Run 1, track usage over the die:
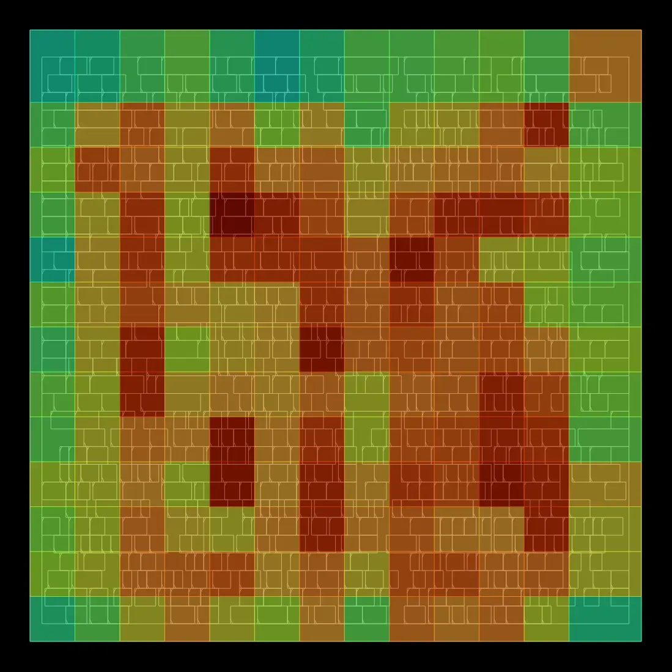
Run 1, met3 routing:
The bar under the picture is 20 microns long.
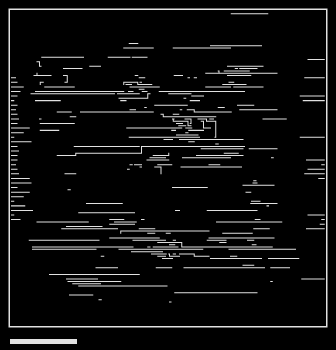
Run 1, signal wires on met1:
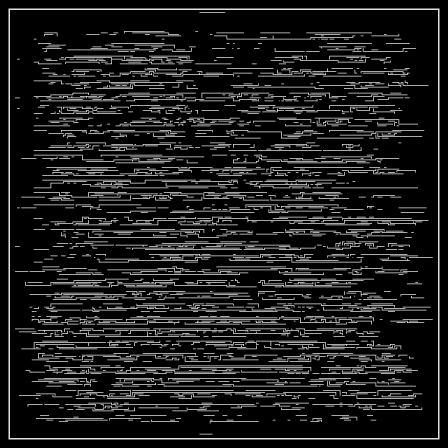
[src/rtl/mux_scan_sel_if.sv]
// Channel-selector bus: channel data, select/mode controls and the selected-bit outputs.
// master drives the inputs and observes the outputs; slave is the selector.
interface mux_scan_sel_if #(
    parameter int N_CH    = 32,
    parameter int SEL_W   = 5,
    parameter int DWELL_W = 8
);
    logic [N_CH-1:0]    c;
    logic [SEL_W-1:0]   sw;
    logic               scan_en;
    logic [DWELL_W-1:0] dwell;
    logic [N_CH-1:0]    mask;
    logic               o;
    logic               o_valid;
    logic [SEL_W-1:0]   cur_sel;
    logic               wrap;

    modport master (
        output c, sw, scan_en, dwell, mask,
        input  o, o_valid, cur_sel, wrap
    );

    modport slave (
        input  c, sw, scan_en, dwell, mask,
        output o, o_valid, cur_sel, wrap
    );
endinterface

[src/rtl/mux_scan_sel.sv]
// Purpose: N:1 bit selector, manual (sw) or masked round-robin scan with dwell, sample strobe and wrap pulse.
// Latency: 1 clk from c/sw/scan_en to o (3 clk with MUX_SCAN_SYNC_EN defined: 2-flop input synchronisers).
// Backpressure: none; free-running, consumers sample o when o_valid is high.
module mux_scan_sel #(
    parameter int N_CH    = 32,
    parameter int SEL_W   = 5,
    parameter int DWELL_W = 8
) (
    input  logic          clk,
    input  logic          rst,
    mux_scan_sel_if.slave bus
);
    typedef enum logic [1:0] {MANUAL, SCAN_LOAD, SCAN_DWELL} state_t;

    state_t             state, state_nxt;
    logic [SEL_W-1:0]   sel_q, sel_nxt;
    logic [DWELL_W-1:0] cnt, cnt_nxt;
    logic               o_q, o_nxt;
    logic               ov_q, ov_nxt;
    logic               wrap_q, wrap_nxt;

    logic [N_CH-1:0]    c_s;
    logic [SEL_W-1:0]   sw_s;
    logic               scan_en_s;

`ifdef MUX_SCAN_SYNC_EN
    logic [N_CH-1:0]    c_m;
    logic [SEL_W-1:0]   sw_m;
    logic               scan_en_m;

    always_ff @(posedge clk or posedge rst) begin
        if (rst) begin
            c_m       <= '0;
            c_s       <= '0;
            sw_m      <= '0;
            sw_s      <= '0;
            scan_en_m <= 1'b0;
            scan_en_s <= 1'b0;
        end else begin
            c_m       <= bus.c;
            c_s       <= c_m;
            sw_m      <= bus.sw;
            sw_s      <= sw_m;
            scan_en_m <= bus.scan_en;
            scan_en_s <= scan_en_m;
        end
    end
`else
    assign c_s       = bus.c;
    assign sw_s      = bus.sw;
    assign scan_en_s = bus.scan_en;
`endif

    // Out-of-range manual selects read as 0.
    logic man_bit;
    assign man_bit = (int'(sw_s) < N_CH) ? c_s[sw_s] : 1'b0;

    // Priority search: lowest enabled, highest enabled, and first enabled above sel_q (else wrap to lowest).
    logic [SEL_W-1:0] lo_sel, hi_sel, nxt_sel;
    logic             has_up;

    always_comb begin
        lo_sel  = '0;
        hi_sel  = '0;
        nxt_sel = '0;
        has_up  = 1'b0;
        for (int i = N_CH - 1; i >= 0; i--) begin
            if (bus.mask[i]) begin
                lo_sel = SEL_W'(i);
                if (i > int'(sel_q)) begin
                    nxt_sel = SEL_W'(i);
                    has_up  = 1'b1;
                end
            end
        end
        for (int i = 0; i < N_CH; i++) begin
            if (bus.mask[i]) hi_sel = SEL_W'(i);
        end
        if (!has_up) nxt_sel = lo_sel;
    end

    // Next state; dropping scan_en wins over a dwell expiry in the same cycle.
    always_comb begin
        state_nxt = state;
        sel_nxt   = sel_q;
        cnt_nxt   = cnt;
        if (!scan_en_s) begin
            state_nxt = MANUAL;
            sel_nxt   = sw_s;
        end else begin
            case (state)
                MANUAL: state_nxt = SCAN_LOAD;
                SCAN_LOAD: begin
                    if (|bus.mask) begin
                        state_nxt = SCAN_DWELL;
                        sel_nxt   = lo_sel;
                        cnt_nxt   = bus.dwell;
                    end
                end
                SCAN_DWELL: begin
                    if (cnt != '0) begin
                        cnt_nxt = cnt - 1'b1;
                    end else if (|bus.mask) begin
                        sel_nxt = nxt_sel;
                        cnt_nxt = bus.dwell;
                    end else begin
                        state_nxt = SCAN_LOAD;
                    end
                end
                default: state_nxt = MANUAL;
            endcase
        end
    end

    // Outputs are registered from the next state so o_valid/wrap land in the counter==0 cycle.
    always_comb begin
        o_nxt    = 1'b0;
        ov_nxt   = 1'b0;
        wrap_nxt = 1'b0;
        case (state_nxt)
            MANUAL: begin
                o_nxt  = man_bit;
                ov_nxt = 1'b1;
            end
            SCAN_DWELL: begin
                o_nxt    = c_s[sel_nxt];
                ov_nxt   = (cnt_nxt == '0);
                wrap_nxt = (cnt_nxt == '0) && (sel_nxt == hi_sel);
            end
            default: ;
        endcase
    end

    always_ff @(posedge clk or posedge rst) begin
        if (rst) begin
            state  <= MANUAL;
            sel_q  <= '0;
            cnt    <= '0;
            o_q    <= 1'b0;
            ov_q   <= 1'b0;
            wrap_q <= 1'b0;
        end else begin
            state  <= state_nxt;
            sel_q  <= sel_nxt;
            cnt    <= cnt_nxt;
            o_q    <= o_nxt;
            ov_q   <= ov_nxt;
            wrap_q <= wrap_nxt;
        end
    end

    assign bus.o       = o_q;
    assign bus.o_valid = ov_q;
    assign bus.cur_sel = sel_q;
    assign bus.wrap    = wrap_q;
endmodule

[src/flat_wrapper.sv]
// flat-port wrapper written by rule: the top's interface ports become plain ports
module mux_scan_sel_flat 
#(
    parameter int N_CH    = 32,
    parameter int SEL_W   = 5,
    parameter int DWELL_W = 8
)
  (clk, rst, bus_c, bus_sw, bus_scan_en, bus_dwell, bus_mask, bus_o, bus_o_valid, bus_cur_sel, bus_wrap);
  mux_scan_sel_if #(.N_CH(N_CH), .SEL_W(SEL_W), .DWELL_W(DWELL_W)) bus_i ();
  input  logic clk;
  input  logic rst;
  input wire logic [$bits(bus_i.c)-1:0] bus_c;
  input wire logic [$bits(bus_i.sw)-1:0] bus_sw;
  input wire logic [$bits(bus_i.scan_en)-1:0] bus_scan_en;
  input wire logic [$bits(bus_i.dwell)-1:0] bus_dwell;
  input wire logic [$bits(bus_i.mask)-1:0] bus_mask;
  output wire logic [$bits(bus_i.o)-1:0] bus_o;
  output wire logic [$bits(bus_i.o_valid)-1:0] bus_o_valid;
  output wire logic [$bits(bus_i.cur_sel)-1:0] bus_cur_sel;
  output wire logic [$bits(bus_i.wrap)-1:0] bus_wrap;
  assign bus_i.c = bus_c;
  assign bus_i.sw = bus_sw;
  assign bus_i.scan_en = bus_scan_en;
  assign bus_i.dwell = bus_dwell;
  assign bus_i.mask = bus_mask;
  assign bus_o = bus_i.o;
  assign bus_o_valid = bus_i.o_valid;
  assign bus_cur_sel = bus_i.cur_sel;
  assign bus_wrap = bus_i.wrap;
  mux_scan_sel #(.N_CH(N_CH), .SEL_W(SEL_W), .DWELL_W(DWELL_W)) u_core (.clk(clk), .rst(rst), .bus(bus_i));
endmodule
[config.mk]
export PLATFORM = sky130hd
export DESIGN_NAME = mux_scan_sel_flat
export DESIGN_NICKNAME = d
export VERILOG_FILES = /design/src/rtl/mux_scan_sel_if.sv /design/src/rtl/mux_scan_sel.sv /design/src/flat_wrapper.sv
export SDC_FILE = /design/constraint.sdc
export NUM_CORES = 1
export LEC_CHECK = 0
export CORE_MARGIN = 1.5
export CORE_UTILIZATION = 50
export DETAILED_ROUTE_END_ITERATION = 12
export PLACE_DENSITY = 0.79
export SYNTH_ARGS = -nofsm -noshare
export SYNTH_HDL_FRONTEND = slang
export SYNTH_SLANG_ARGS = --single-unit
[constraint.sdc]
create_clock -name clk -period 3.75 [get_ports clk]
set_input_delay 0.75 -clock clk [delete_from_list [all_inputs] [get_ports clk]]
set_output_delay 0.75 -clock clk [all_outputs]
set_load 0.01 [all_outputs]
==> flow_summary.toml, run 1 <==
# flow metrics
[hold_path]
hold_path_depth = 1
min_to = "u_core.cnt[1]"
holdCritStartpoint = "u_core.cnt[1]"

[sta]
relSlewSlack_pct = 49.0
worst_pin_slew_ns = 0.765
tns_ns = 0
layout_min_cycle_time_ns = 3.71
final_hold_viol_count = 0
max_clock_freq_ghz = 0.270
final-setup-viol-count = 0
finalCritPeriodShare_pct = 98.8

[finish]
finalNetCount = 825
mi_logic_area_sq_um = 3540
fill_cells = 581
most-common-layout-cells = "buf_4 (136), clkdlybuf4s50_1 (55), nor2_1 (46), o21ai_0 (43), mux2i_1 (43)"
drive_gt1_share_pct = 28.8
stdcell_count = 841
lay_top_count = "buf_4"
seqCellArea_sq_um = 454

[pwr]
ir_worst_vdd_v = 0.000189
p_leak_uw = 0.00258

[yosys]
syn_area_per_cell_sq_um = 7.60
ys_seq_share_pct = 10.9
async_flop_share_pct = 100
synth.area.top_cells = "dfrtp_1 (11%), mux2i_1 (10%), mux4_2 (6.0%), o21ai_0 (5.4%), nor2_1 (4.2%)"
numSynthFlops = 18
synth_area_sq_um = 4130
ys_area_sq_um = 4130
syn_inst = 544
synth-edff-count = 0
synth_nets = 629
flop_cell = "dfrtp_1"
top_area_share_pct = 10.9

[clock_network]
clock_sinks = 18
clk_pin_slew_ns = 0.08
ctsRootBufferMaster = "clkbuf_8"
cts_tree = "done"
cts_buffers = 3
clk_latency_ns = 0.26
clk_path_buf_depth = 2

[detailed_routing]
firstDrtPassIters = 5
drtIter0Drc = 519
postRouteAntennaNets = 0
wl_microns = 16500
drcViolationCount = 0
via_count = 5569
viasPerCell = 6.62

[global_routing]
grt_pass1_vias = 5224
grt_max_degree = 31

[critical_path]
r2r-end = "u_core.bus.o"
r2r_cells = 14
cp_max_fo = 4
max_stage_delay_ns = 0.39
rrSetupSlack_ns = 0.17
path_depth = 16
r2r-start = "u_core.cnt[0]"
path_common_cell = "buf_4"
worst_ep_required_time_ns = 3.94
criticalPathCategory = "input pin to flip-flop"
path_cells = "dlygate4sd2_1 -> nor4_4 -> nand4_1 -> buf_4 -> buf_4 -> buf_4 -> o2111ai_2 -> nor4_2 -> o21ai_2 -> buf_6 -> mux2i_1 -> mux2_1 -> o2111ai_1 -> o221ai_1 -> nor4_1 -> a22o_1"

[place]
port_buffers = 87
dp.final_hpwl_microns = 12600
pre_cts_ws_ns = -0.483

[floorplanning]
coreArea_sq_um = 7850
num_rows = 32
die_h_microns = 93.9

[job]
warning_count = 29

[outcome]
status = "complete, no violations"
-- 'track usage over the die' (at the start) --
Final Util: 79.3%
wire per inst: 19.7 microns
GRT busiest layer: met2
GRT Util Overall: 36.1%
GR Layer Usage met3: 4.29%

-- 'met3 routing' (at the start) --
- main direction: horizontal
- nets with wire on the layer: 168
- share of all routed wire: 9.2%
- longest straight run: 30.6 microns

-- 'signal wires on met1' (at the start) --
- nets with wire on the layer: 752
- main direction: horizontal
- wire length on this layer: 6680 microns
- longest straight run: 32.2 microns

[run 1: worst max path at each step]
stage	from	to	slack [ns]
after floorplan	bus_mask[10]	u_core.bus.wrap	0.40
after global placement	bus_mask[12]	u_core.bus.wrap	-0.51
after detailed placement	bus_mask[12]	u_core.bus.wrap	-0.48
after CTS	bus_mask[22]	u_core.bus.wrap	0.004
after global routing	bus_mask[0]	u_core.bus.o	-0.10
final	bus_mask[0]	u_core.bus.o	0.04
[run 1: layout make-up]
| type | instances | area share, % |
|---|---|---|
| multi-input combinational | 464 | 56.9 |
| tap | 102 | 2.05 |
| clock buffer | 4 | 0.885 |
| sequential | 18 | 7.30 |
| inverter | 25 | 1.51 |
| timing repair buffer | 228 | 31.4 |
[run 1: state kept, by name, indices dropped and copies added (netlist names)]
| name | flops |
|---|---|
| u_core.bus.o | 1 |
| u_core.bus.wrap | 1 |
| u_core.state | 2 |
| u_core.cnt | 8 |
| u_core.bus.cur_sel | 5 |
| u_core.bus.o_valid | 1 |
[run 1: through the flow]
step           hold slack [ns]  util, %  power (uW)
6_report                 0.608     79.3        1740
5_1_grt                  0.638     79.3        1840
4_1_cts                  0.609     77.0        1660
3_5_place_dp             0.587     74.1        1470
3_3_place_gp             0.566     74.1        1440
2_1_floorplan            0.528        -         972
[run 1: Yosys cell counts, types with 7 or more instances]
master and n:
clkbuf_1 14, a21oi_1 32, mux4_2 11, o22ai_1 15
dfrtp_1 18, nor4_1 7, o21ai_1 7, o211ai_1 7
nor2_1 46, nor3_1 12, or4_1 9, nand4_1 9
a31oi_1 11, buf_2 9, inv_1 24, nor2b_1 13
nand3_1 18, buf_6 7, nor4_2 7, o21ai_0 45
mux2i_1 43, o21a_1 7, nand2b_1 7, nand2_1 27
a21boi_0 8
[run 1: power by group]
group / internal (uW) / switching [uW]
clock network: 93.4 / 72.5
registers: 231 / 66.1
logic: 599 / 681
total: 923 / 819
[run 1: routing by layer]
metal | global-route usage, % | share of wire (%) | vias to the layer above
li1 | - | - | 2535
met3 | 4.29 | 9.2 | 67
met4 | 10.8 | 2.9 | 0
met1 | 47.9 | 40 | 2609
met2 | 61.3 | 47 | 358
met5 | 0 | 0 | -
[run 1: worst register-to-register path: stages (launching register included)]
cell	delay [ns]
dfrtp_1	0.42
inv_1	0.07
ha_1	0.18
nor3b_2	0.30
nand3_1	0.25
a2111oi_4	0.40
nand4bb_2	0.20
o31ai_4	0.28
a21oi_2	0.11
buf_12	0.15
mux2_1	0.31
o2111ai_1	0.19
o221ai_1	0.15
nor4_1	0.29
a22o_1	0.21
[run 1: cell families after synthesis]
| group | Yosys count | synth area share [%] |
|---|---|---|
| adder cells (fa/ha/maj) | 5 | 1.51 |
| AND-OR/OR-AND | 202 | 33.8 |
| AND/OR/NAND/NOR | 192 | 26.8 |
| flip-flops | 18 | 10.9 |
| multiplexers | 60 | 18.0 |
| buffers and inverters | 62 | 7.90 |
| XOR/XNOR | 5 | 1.06 |
[run 1: repair_timing]
action / 4_1_cts / 5_1_grt
gates resized: 45 / 38
hold buffers: 0 / 0
endpoints found under the setup margin: 2 / 2
pin swaps: 20 / 23
setup buffers: 13 / 9
Run 1, signal wires on met2:
The bar under the picture is 20 microns long.
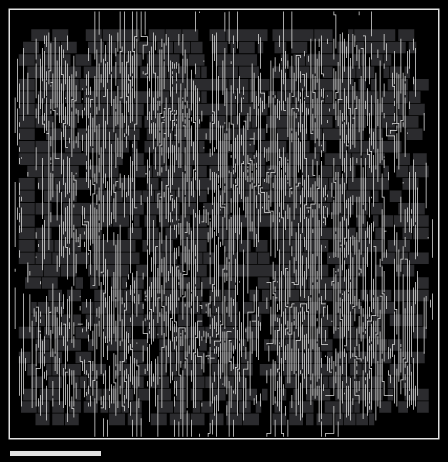

==> run 1 -> run 2 <==
DONT_BUFFER_PORTS = 1   (was default)
PLACE_DENSITY = default   (was 0.79)
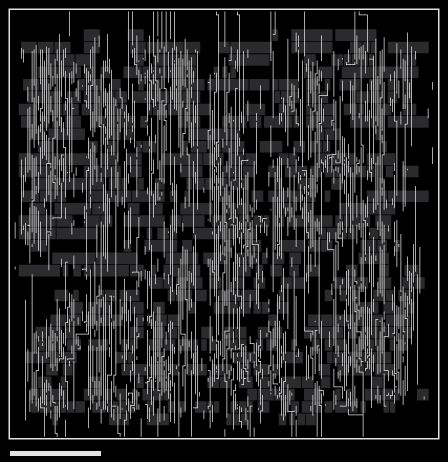
Run 2: signal wires on met2
The bar under the picture is 20 microns long.
- share of all routed wire: 46%
- longest straight run: 40.8 microns
- nets with wire on the layer: 538
- wire length on this layer: 6400 microns

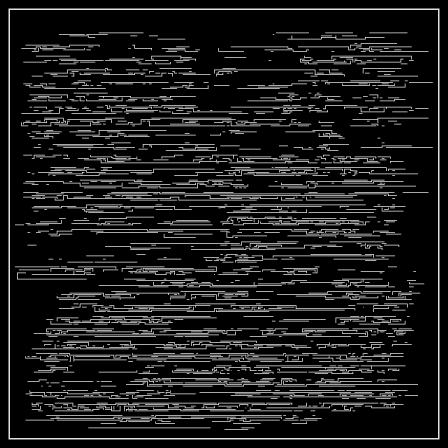
Run 2: signal wires on met1
- share of all routed wire: 45%
- wire length on this layer: 6320 microns
- main direction: horizontal
- nets with wire on the layer: 615

==> flow_summary.toml, run 2 <==
# flow metrics
[place]
dp.final_hpwl_microns = 11000
port_buffers = 0

[detailed_routing]
viasPerCell = 6.90
wl_met1_microns = 6320
drcViolationCount = 0
wl_met2_microns = 6400
routed-wl-met3_microns = 1180
wl_microns = 14000

[pwr]
p_leak_uw = 0.00167
ir_worst_vdd_v = 0.000187

[global_routing]
grtUsageTotal_pct = 31.7
grt_max_degree = 28
grt_pass1_vias = 4315

[floorplanning]
die_h_microns = 93.9
num_rows = 32
coreArea_sq_um = 7850

[critical_path]
worst_ep_required_time_ns = 3.95
crit_start = "u_core.bus.cur_sel[4]"
r2r-end = "u_core.bus.o"
crit_end = "u_core.bus.o"
cp_max_fo = 14
criticalPathCategory = "flip-flop to flip-flop"
r2r-start = "u_core.bus.cur_sel[4]"
path_cells = "buf_4 -> a21boi_0 -> o22ai_1 -> nand3_2 -> or4_4 -> o31ai_2 -> a21oi_2 -> mux2_1 -> o2111ai_1 -> o221ai_1 -> nor4_1 -> a22o_1"
rrSetupSlack_ns = 0.22

[clock_network]
clk_latency_ns = 0.26
clk_pin_slew_ns = 0.08
ctsRootBufferMaster = "clkbuf_8"
post_cts_buffers = 0
clk_path_buf_depth = 2
cts_buffers = 3
clock_sinks = 18
cts_tree = "done"

[sta]
worst_pin_slew_ns = 0.738
finalCritPeriodShare_pct = 94.0
final_hold_viol_count = 0
layout_min_cycle_time_ns = 3.53
final-setup-viol-count = 0
max_clock_freq_ghz = 0.284
relSlewSlack_pct = 50.8

[yosys]
syn_area_per_cell_sq_um = 7.60
ys_area_sq_um = 4130
synth.area.top_cells = "dfrtp_1 (11%), mux2i_1 (10%), mux4_2 (6.0%), o21ai_0 (5.4%), nor2_1 (4.2%)"
synth-edff-count = 0
top_area_share_pct = 10.9
syn_inst = 544
async_flop_share_pct = 100
common_cells = "nor2_1 (46), o21ai_0 (45), mux2i_1 (43)"
synth_area_sq_um = 4130
flop_cell = "dfrtp_1"
ys_seq_share_pct = 10.9
synth_nets = 629

[finish]
antenna_cells = 0
drive_gt1_share_pct = 17.5
finalNetCount = 647
largest-register = "u_core.cnt"
largest_reg_flops = 8
most-common-layout-cells = "nor2_1 (46), buf_4 (46), o21ai_0 (45), mux2i_1 (43), a21oi_1 (32)"

[job]
warning_count = 29

[outcome]
status = "complete, no violations"
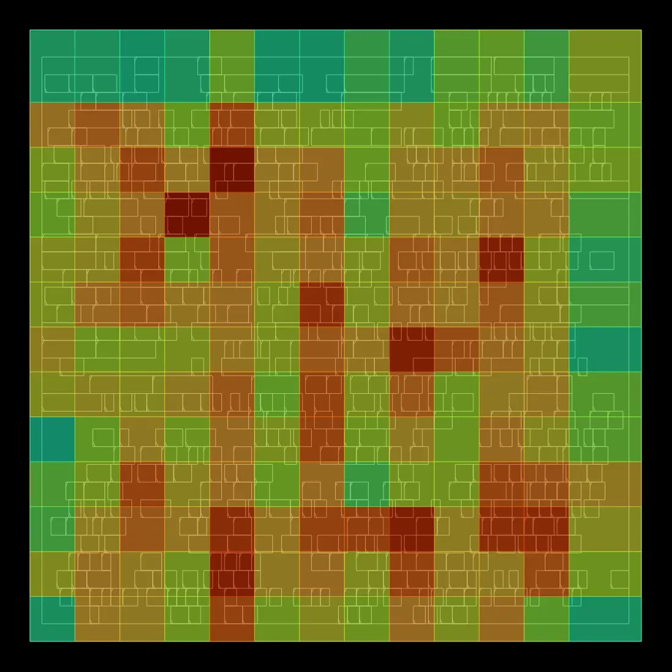
Run 2: track usage over the die
wire per inst: 21.1 microns
met2 global-route usage: 50.1%
Final Util: 57.7%
GR Layer Usage met3: 6.31%

[run 2: netlist changes by cell type in the layout (fill, tap and decap cells not counted), moves of 3 or more]
| cell | before | now |
|---|---|---|
| dlygate4sd2_1 | 17 | 0 |
| dlymetal6s2s_1 | 7 | 0 |
| nor4_4 | 4 | 1 |
| buf_4 | 136 | 46 |
| clkdlybuf4s15_1 | 6 | 0 |
| clkdlybuf4s50_1 | 55 | 0 |
| buf_6 | 3 | 0 |
[run 2: cell families after synthesis]
logic type	after synthesis	synth area share (%)
DFF	18	10.9
xor gates and xnor gates	5	1.06
muxes	60	18.0
and+or+nand+nor	192	26.8
adders and majority gates	5	1.51
AOI/OAI and AO/OA	202	33.8
buffers and inverters	62	7.90
[run 2: worst min-delay path by stage]
stage                          to  slack [ns]           from
3_5_place_dp        u_core.cnt[1]        0.58  u_core.cnt[1]
3_3_place_gp        u_core.cnt[1]        0.55  u_core.cnt[1]
4_1_cts           u_core.state[1]        0.52            rst
2_1_floorplan       u_core.cnt[1]        0.53  u_core.cnt[1]
6_report            u_core.cnt[4]        0.50            rst
5_1_grt        u_core.bus.o_valid        0.55            rst
[run 2: critical path, delay by kind of cell (launching register included)]
kind / cells / cell delay [ns]
multiplexers: 1 / 0.35
AND/OR/NAND/NOR: 3 / 0.94
flip-flops: 1 / 0.56
AND-OR/OR-AND: 7 / 1.32
buffers and inverters: 1 / 0.31
[run 2: layout make-up]
cell class | count | area [sq um]
inverters | 25 | 93.8
well taps | 102 | 128
repair buffers | 50 | 425
flip-flops and latches | 18 | 452
clock buffers | 4 | 55.1
fillers | 761 | 3320
multi-input cells | 464 | 3380
[run 2: layer usage]
metal,up-vias,GRT usage (%)
li1,2181,-
met1,2172,45.6
met2,210,50.1
met3,12,6.31
met4,0,4.35
met5,-,0
[run 2: what timing repair did]
action                                 CTS  global route
gates resized                            0             4
endpoints found under the hold margin    0             0
setup endpoints to repair                0             2
[run 2: stage by stage]
stage | area (sq um) | setup WS [ns] | power [uW] | setup TNS [ns] | instances
after floorplan | 4130 | 0.400 | 972 | 0 | 544
after global placement | 4450 | -0.0623 | 1230 | -0.0623 | 659
after detailed placement | 4450 | -0.0200 | 1230 | -0.0200 | 659
after CTS | 4510 | 0.0915 | 1400 | 0 | 663
after global routing | 4530 | 0.0317 | 1540 | 0 | 663
final | 4530 | 0.225 | 1440 | 0 | 663
[run 2: report_power, final]
group	leakage [uW]	switching, uW	internal, uW
logic	0.00141	542	435
clock network	0.0000288	73.9	93.4
registers	0.000229	61.6	230
==> run 2 -> run 3 <==
ABC_AREA = 0   (was default)
CTS_CLUSTER_SIZE = 8   (was default)
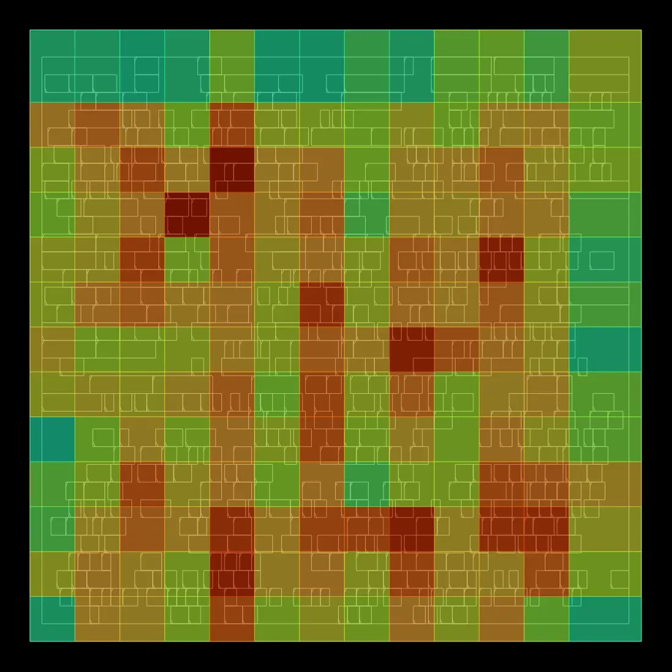
Run 3: track usage over the die
GRT Util Overall: 31.7%
met1 usage: 45.6%

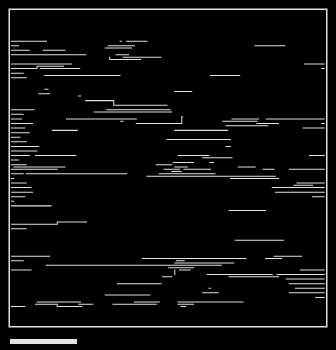
Run 3: met3 routing
The bar under the picture is 20 microns long.
- longest straight run: 52.0 microns
- share of all routed wire: 8.4%
- main direction: horizontal
- wire length on this layer: 1180 microns

==> flow_summary.toml, run 3 <==
# flow metrics
[outcome]
status = "complete, no violations"

[finish]
finalNetCount = 647
drive_gt1_share_pct = 17.5
most-common-layout-cells = "nor2_1 (46), buf_4 (46), o21ai_0 (45), mux2i_1 (43), a21oi_1 (32)"
largest_reg_flops = 8
largest-register = "u_core.cnt"

[clock_network]
clk_pin_slew_ns = 0.08
clock_sinks = 18
clk_latency_ns = 0.26
cts_tree = "done"
ctsRootBufferMaster = "clkbuf_8"
cts_buffers = 3
clk_path_buf_depth = 2

[global_routing]
grt_pass1_vias = 4315
grt_max_degree = 28

[sta]
finalWorstSetupSlack_ns = 0.225
final_hold_viol_count = 0
final-setup-viol-count = 0
worst_pin_slew_ns = 0.738
max_clock_freq_ghz = 0.284
layout_min_cycle_time_ns = 3.53
relSlewSlack_pct = 50.8
finalCritPeriodShare_pct = 94.0
tns_ns = 0

[detailed_routing]
drcViolationCount = 0
wl_microns = 14000
viasPerCell = 6.90
routedWlPerCell_microns = 21.1
postRouteAntennaNets = 0
drtIter0Drc = 350

[yosys]
async_flop_share_pct = 100
syn_area_per_cell_sq_um = 7.60
synth.area.top_cells = "dfrtp_1 (11%), mux2i_1 (10%), mux4_2 (6.0%), o21ai_0 (5.4%), nor2_1 (4.2%)"
synth_area_sq_um = 4130
ys_seq_share_pct = 10.9
top_area_share_pct = 10.9
flop_cell = "dfrtp_1"
synth_nets = 629
ys_warn_count = 0

[critical_path]
worst_ep_required_time_ns = 3.95
cp_max_fo = 14
criticalPathCategory = "flip-flop to flip-flop"

[floorplanning]
io_pins = 88
num_rows = 32
die_h_microns = 93.9
coreArea_sq_um = 7850

[place]
place_inst = 659
port_buffers = 0
dp.final_hpwl_microns = 11000
pre_cts_ws_ns = -0.0200

[job]
warning_count = 29

[pwr]
ir_worst_vdd_v = 0.000187
p_total_uw = 1440
p_leak_uw = 0.00167
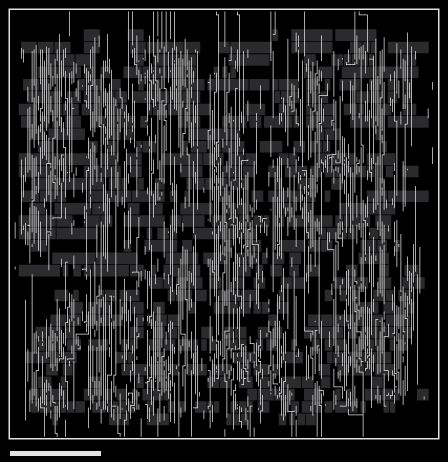
Run 3: signal wires on met2
The bar under the picture is 20 microns long.
- nets with wire on the layer: 538
- share of all routed wire: 46%
- main direction: vertical
- longest straight run: 40.8 microns

run 3: cell counts after synthesis:
Identical to the previous run, type by type.
run 3: worst paths after layout:
path	startpoint	end	slack, ns	depth (start not counted)
max in group asynchronous	rst	u_core.bus.cur_sel[0]	2.74	1
min in group clk	u_core.cnt[0]	u_core.cnt[0]	0.60	2
max	u_core.bus.cur_sel[4]	u_core.bus.o	0.22	12
min	rst	u_core.cnt[4]	0.50	1
min reg2reg	u_core.cnt[0]	u_core.cnt[0]	0.60	2
max reg2reg	u_core.bus.cur_sel[4]	u_core.bus.o	0.22	12
run 3: logic make-up (layout without fill, tap and decap cells):
logic type | Yosys count | count (layout) | synth area share, %
compound gates | 202 | 202 | 33.8
simple gates | 192 | 192 | 26.8
buf+inv | 62 | 79 | 7.90
mux | 60 | 60 | 18.0
flops | 18 | 18 | 10.9
fa+ha+maj | 5 | 5 | 1.51
xor+xnor | 5 | 5 | 1.06
run 3: cell type report:
type | count | area [sq um]
tap | 102 | 128
inverter | 25 | 93.8
fill | 761 | 3320
sequential | 18 | 452
timing repair buffer | 50 | 425
clock buffer | 4 | 55.1
multi-input combinational | 464 | 3380
run 3: what timing repair did:
item,4_1_cts,5_1_grt
setup buffers,0,0
resized,0,4
setup endpoints to repair,0,2
hold buffers,0,0
run 3: worst max-delay path, cell delays in order, from the launching register on:
cell and delay, ns:
dfrtp_1 0.56, buf_4 0.31, a21boi_0 0.12, o22ai_1 0.18
nand3_2 0.16, or4_4 0.56, o31ai_2 0.27, a21oi_2 0.18
mux2_1 0.35, o2111ai_1 0.21, o221ai_1 0.17, nor4_1 0.22
a22o_1 0.19
run 3: where the power goes:
part | total, uW | switching [uW] | internal (uW)
Sequential | 291 | 61.6 | 230
Combinational | 977 | 542 | 435
Clock | 167 | 73.9 | 93.4
run 3: routing by layer:
layer  routed length, microns  track usage, %  share of wire [%]  up-vias
met4                      102            4.35               0.73        0
met3                     1180            6.31                8.4       12
met1                     6320            45.6                 45     2172
met5                        0               0                  0        -
met2                     6400            50.1                 46      210
li1                         -               -                  -     2181
run 3: through the flow:
| step | util, % | cell area (sq um) |
|---|---|---|
| detailed placement | 56.7 | 4450 |
| global route | 57.7 | 4530 |
| global placement | 56.7 | 4450 |
| CTS | 57.4 | 4510 |
| finish | 57.7 | 4530 |
| floorplan | - | 4130 |
Power and IR drop assume default switching activity.
